## config.mk

```make
export PLATFORM = sky130hd
export DESIGN_NAME = dpwm_multicell_updown
export DESIGN_NICKNAME = d
export VERILOG_FILES = /design/src/rtl/dpwm_multicell_updown.sv
export SDC_FILE = /design/constraint.sdc
export NUM_CORES = 1
export LEC_CHECK = 0
export ABC_AREA = 1
export CAP_MARGIN = 10
export CORE_MARGIN = 2
export CORE_UTILIZATION = 60
export CTS_BUF_LIST = sky130_fd_sc_hd__clkbuf_16
export DETAILED_ROUTE_END_ITERATION = 10
export MAX_ROUTING_LAYER = met4
export PLACE_DENSITY = 0.82
export SYNTH_ARGS = -nofsm -noshare
export SYNTH_HDL_FRONTEND = slang
export SYNTH_SLANG_ARGS = --single-unit
```

## constraint.sdc

```tcl
create_clock -name clk -period 8.6 [get_ports clk]
set_clock_uncertainty 0.2 [all_clocks]
set_input_delay 1.29 -clock clk [delete_from_list [all_inputs] [get_ports clk]]
set_output_delay 1.29 -clock clk [all_outputs]
set_load 0.05 [all_outputs]
```

## src/rtl/dpwm_multicell_updown.sv

```systemverilog
// Phase-shifted multi-cell DPWM for one FCML leg. A single master up/down
// carrier is shared by all cells; each cell sees it rotated by a constant
// offset, compares against a valley-updated duty and inserts dead time.
module dpwm_multicell_updown #(
    parameter int N_CELLS  = 5,
    parameter int CNT_W    = 11,
    parameter int PERIOD   = 1000,
    parameter int DT_W     = 6,
    parameter int DEADTIME = 10
) (
    input  logic               clk,
    input  logic               rst,
    input  logic               pwm_en,
    input  logic [CNT_W-1:0]   duty_in,
    input  logic               duty_ld,
    output logic [N_CELLS-1:0] dpwm_s,
    output logic [N_CELLS-1:0] dpwm_sb,
    output logic               sync_out
);
    // one extra bit so 2*PERIOD-1 always fits
    localparam int               M_W     = CNT_W + 1;
    localparam logic [M_W-1:0]   PER_M   = M_W'(PERIOD);
    localparam logic [M_W-1:0]   TWO_P_M = M_W'(2 * PERIOD);
    localparam logic [M_W-1:0]   M_LAST  = M_W'(2 * PERIOD - 1);
    localparam logic [CNT_W-1:0] PER_C   = CNT_W'(PERIOD);
    localparam logic [DT_W-1:0]  DT_LOAD = DT_W'(DEADTIME);
    localparam logic [DT_W-1:0]  DT_ONE  = DT_W'(1);

    typedef enum logic [1:0] {ST_NONE, ST_ON_S, ST_ON_SB, ST_DEAD} dt_state_e;

    logic [M_W-1:0]   m_q, m_d;
    logic [CNT_W-1:0] shadow_q, shadow_d;
    logic             sync_q, sync_d;

    // master carrier position, valley sync and saturating shadow capture
    always_comb begin
        m_d      = m_q;
        sync_d   = pwm_en && (m_q == '0);
        shadow_d = shadow_q;
        if (!pwm_en || m_q == M_LAST) m_d = '0;
        else                          m_d = m_q + M_W'(1);
        if (duty_ld) shadow_d = (duty_in > PER_C) ? PER_C : duty_in;
    end

    // shared state registers
    always_ff @(posedge clk or posedge rst) begin
        if (rst) begin
            m_q      <= '0;
            shadow_q <= '0;
            sync_q   <= 1'b0;
        end else begin
            m_q      <= m_d;
            shadow_q <= shadow_d;
            sync_q   <= sync_d;
        end
    end

    assign sync_out = sync_q;

    for (genvar k = 0; k < N_CELLS; k++) begin : g_cell
        localparam int             OFF   = (k * 2 * PERIOD) / N_CELLS;
        localparam logic [M_W-1:0] OFF_M = M_W'(OFF);
        // m value at which this cell's position wraps back to its valley
        localparam logic [M_W-1:0] WRAP  = M_W'(2 * PERIOD - OFF);

        logic [M_W-1:0]   pos, tri_w;
        logic [CNT_W-1:0] act_q, act_d;
        logic             raw_q, raw_d;
        logic             pend_q, pend_d;
        logic [DT_W-1:0]  cnt_q, cnt_d;
        dt_state_e        st_q, st_d;
        logic             enter, commit;

        // rotated carrier, valley-gated duty copy and registered compare
        always_comb begin
            pos   = (m_q >= WRAP) ? (m_q - WRAP) : (m_q + OFF_M);
            tri_w = (pos < PER_M) ? pos : (TWO_P_M - pos);
            act_d = act_q;
            if (!pwm_en || pos == '0) act_d = shadow_q;
            raw_d = pwm_en && ({1'b0, act_q} > tri_w);
        end

        // dead-time FSM: any disagreement with the committed level blanks
        // both gates; the new level commits after it stays stable
        always_comb begin
            st_d   = st_q;
            cnt_d  = cnt_q;
            pend_d = pend_q;
            enter  = 1'b0;
            commit = 1'b0;
            case (st_q)
                ST_NONE:  enter = 1'b1;
                ST_ON_S:  enter = !raw_q;
                ST_ON_SB: enter = raw_q;
                ST_DEAD: begin
                    if (raw_q != pend_q)      enter  = 1'b1;
                    else if (cnt_q <= DT_ONE) commit = 1'b1;
                    else                      cnt_d  = cnt_q - DT_ONE;
                end
            endcase
            // zero dead time swaps straight to the new level
            if (enter && (DEADTIME == 0)) commit = 1'b1;
            if (commit) begin
                st_d  = raw_q ? ST_ON_S : ST_ON_SB;
                cnt_d = '0;
            end else if (enter) begin
                st_d   = ST_DEAD;
                cnt_d  = DT_LOAD;
                pend_d = raw_q;
            end
            if (!pwm_en) begin
                st_d   = ST_NONE;
                cnt_d  = '0;
                pend_d = 1'b0;
            end
        end

        // per-cell registers
        always_ff @(posedge clk or posedge rst) begin
            if (rst) begin
                act_q  <= '0;
                raw_q  <= 1'b0;
                pend_q <= 1'b0;
                cnt_q  <= '0;
                st_q   <= ST_NONE;
            end else begin
                act_q  <= act_d;
                raw_q  <= raw_d;
                pend_q <= pend_d;
                cnt_q  <= cnt_d;
                st_q   <= st_d;
            end
        end

        assign dpwm_s[k]  = (st_q == ST_ON_S);
        assign dpwm_sb[k] = (st_q == ST_ON_SB);
    end

endmodule

```

==> out/qor.rpt <==
===========================================================================
Worst setup timing slack at the placement stage ..............     3.935 ns
Cell repeated most along the worst path ......................      nand2_1
Proportion of layout cells with a drive suffix above 1 .......      0.07854
First-pass GRT wire length ...................................     47620 um
Share of the clock period used by the worst path .............       0.5455
Iteration-0 DRC Markers ......................................          841
Flip-flop count of the largest register after layout .........           55
Via density per instance .....................................        5.641
Chip area from the yosys synthesis statistics ................    10930 um2
Cell family contributing the most delay on the critical path . simple AND/OR/NAND/NOR gates
Mean instance size in the synthesized netlist ................    6.826 um2
Final layout net count .......................................         1704
Vias in the first global route ...............................         9866
DRC ..........................................................            0
Slowest Stage Delay on Critical Path .........................      0.62 ns
Met1 capacity usage during global routing ....................       0.3964
Layout clock buffers .........................................           17
Flip-flop cell with the highest count after synthesis ........      dfrtp_1
Compound Share, Synth ........................................      0.09011
Outcome ...................................................... finished, final reports clean
Setup repair after global routing missed its margin ..........           no
===========================================================================
## layout by cell type (no fill, tap or decap), types with 3 or more instances in the layout
master	Yosys	layout
xnor2_1	4	4
inv_2	15	15
nor2_4	8	8
o31ai_1	7	7
o21ai_2	10	10
o211ai_1	5	5
dfrtp_1	129	129
nand4_1	16	16
nand3_2	4	4
and3_1	3	3
nor2_1	130	130
xor2_1	41	41
clkdlybuf4s50_1	0	24
nand2_2	34	34
o22ai_1	3	3
nor2_2	3	3
or2_2	4	4
a21oi_1	49	49
ha_1	84	84
o21ai_0	56	56
nand4_4	3	3
o22a_1	4	4
clkinv_1	4	6
nand3_1	192	192
nor3_1	22	22
nand2_1	515	515
clkbuf_16	0	17
o21bai_1	3	3
nand3b_1	4	4
a32o_1	3	3
nand2_4	8	8
inv_1	156	156
clkinvlp_4	0	6
nor4_1	4	4
o21ai_1	15	15
nor3b_1	6	6
## cell usage after synthesis (5+ instances only)
cell      number  area share
a21oi_1       49       0.022
buf_2         17      0.0078
buf_6         11       0.011
clkbuf_1       7      0.0024
dfrtp_1      129        0.30
ha_1          84       0.096
inv_1        156       0.054
inv_2         15      0.0052
nand2_1      515        0.18
nand2_2       34       0.019
nand2_4        8      0.0082
nand3_1      192       0.088
nand4_1       16      0.0092
nor2_1       130       0.045
nor2_4         8      0.0082
nor3_1        22       0.010
nor3b_1        6      0.0041
o211ai_1       5      0.0034
o21ai_0       56       0.026
o21ai_1       15      0.0069
o21ai_2       10      0.0080
o31ai_1        7      0.0048
xor2_1        41       0.033
## report_power, final
part           internal, mW  switching (mW)  leakage, nW  total [mW]
Clock                 0.363           0.289        0.240       0.653
Sequential            0.680          0.0733         1.62       0.754
Combinational         0.164           0.288         4.40       0.452
==> images/port_trees.png <==
Drawn at 2 px/um.
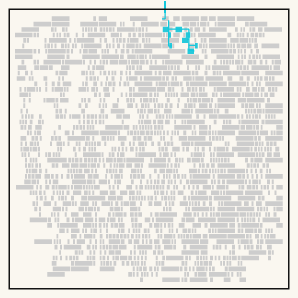
[cyan] `duty_ld` | direction: input | end cells: 8 | wire: 49.8 um

==> images/m2.png <==
Drawn at 3 px/um.
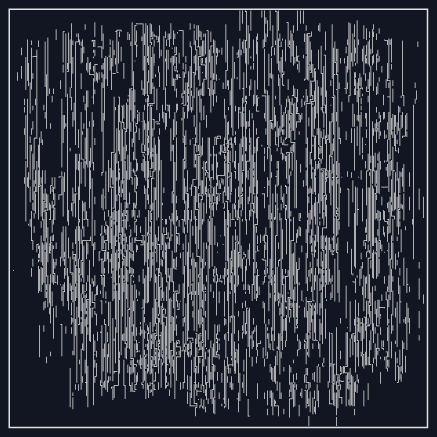
wire length on this layer: 13500 um
nets with wire on the layer: 1319
share of all routed wire: 47%
main direction: vertical

==> images/placed.png <==
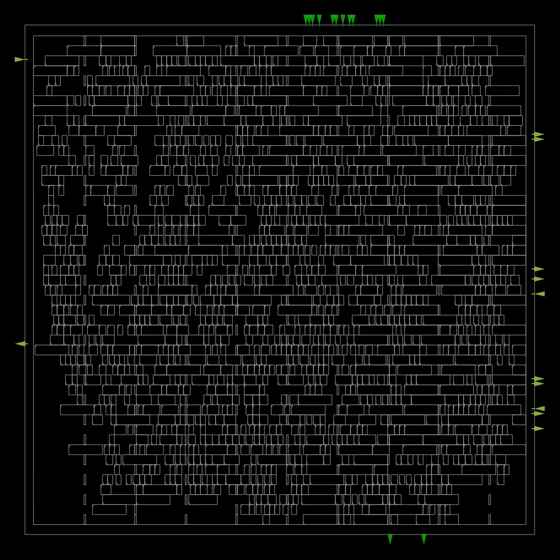
Rows: 49
# fillers: 1603
post-layout util: 0.6546
number of flip-flops and latches: 129

==> images/pinout.png <==
Drawn at 3 px/um. Pins as bars across the die edge, other pins in gray.
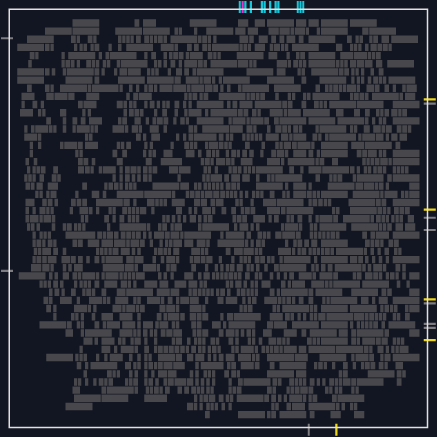
[magenta] `duty_ld` | pins: 1 | direction: input | edge: north
[yellow] `dpwm_s` | pins: 5 | direction: output | edge: 4 east, 1 south
[cyan] `duty_in` | pins: 11 | direction: input | edge: north

==> images/layers.png <==
Drawn at 2 px/um. Two of the layers only.
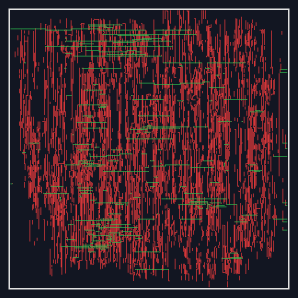
[green] M3 | wire length: 1460 um
[red] M2 | wire length: 13500 um
Post-Route WL: 28570 um
routed len/inst: 15.47 um

Power is estimated from default activity; no workload was simulated.
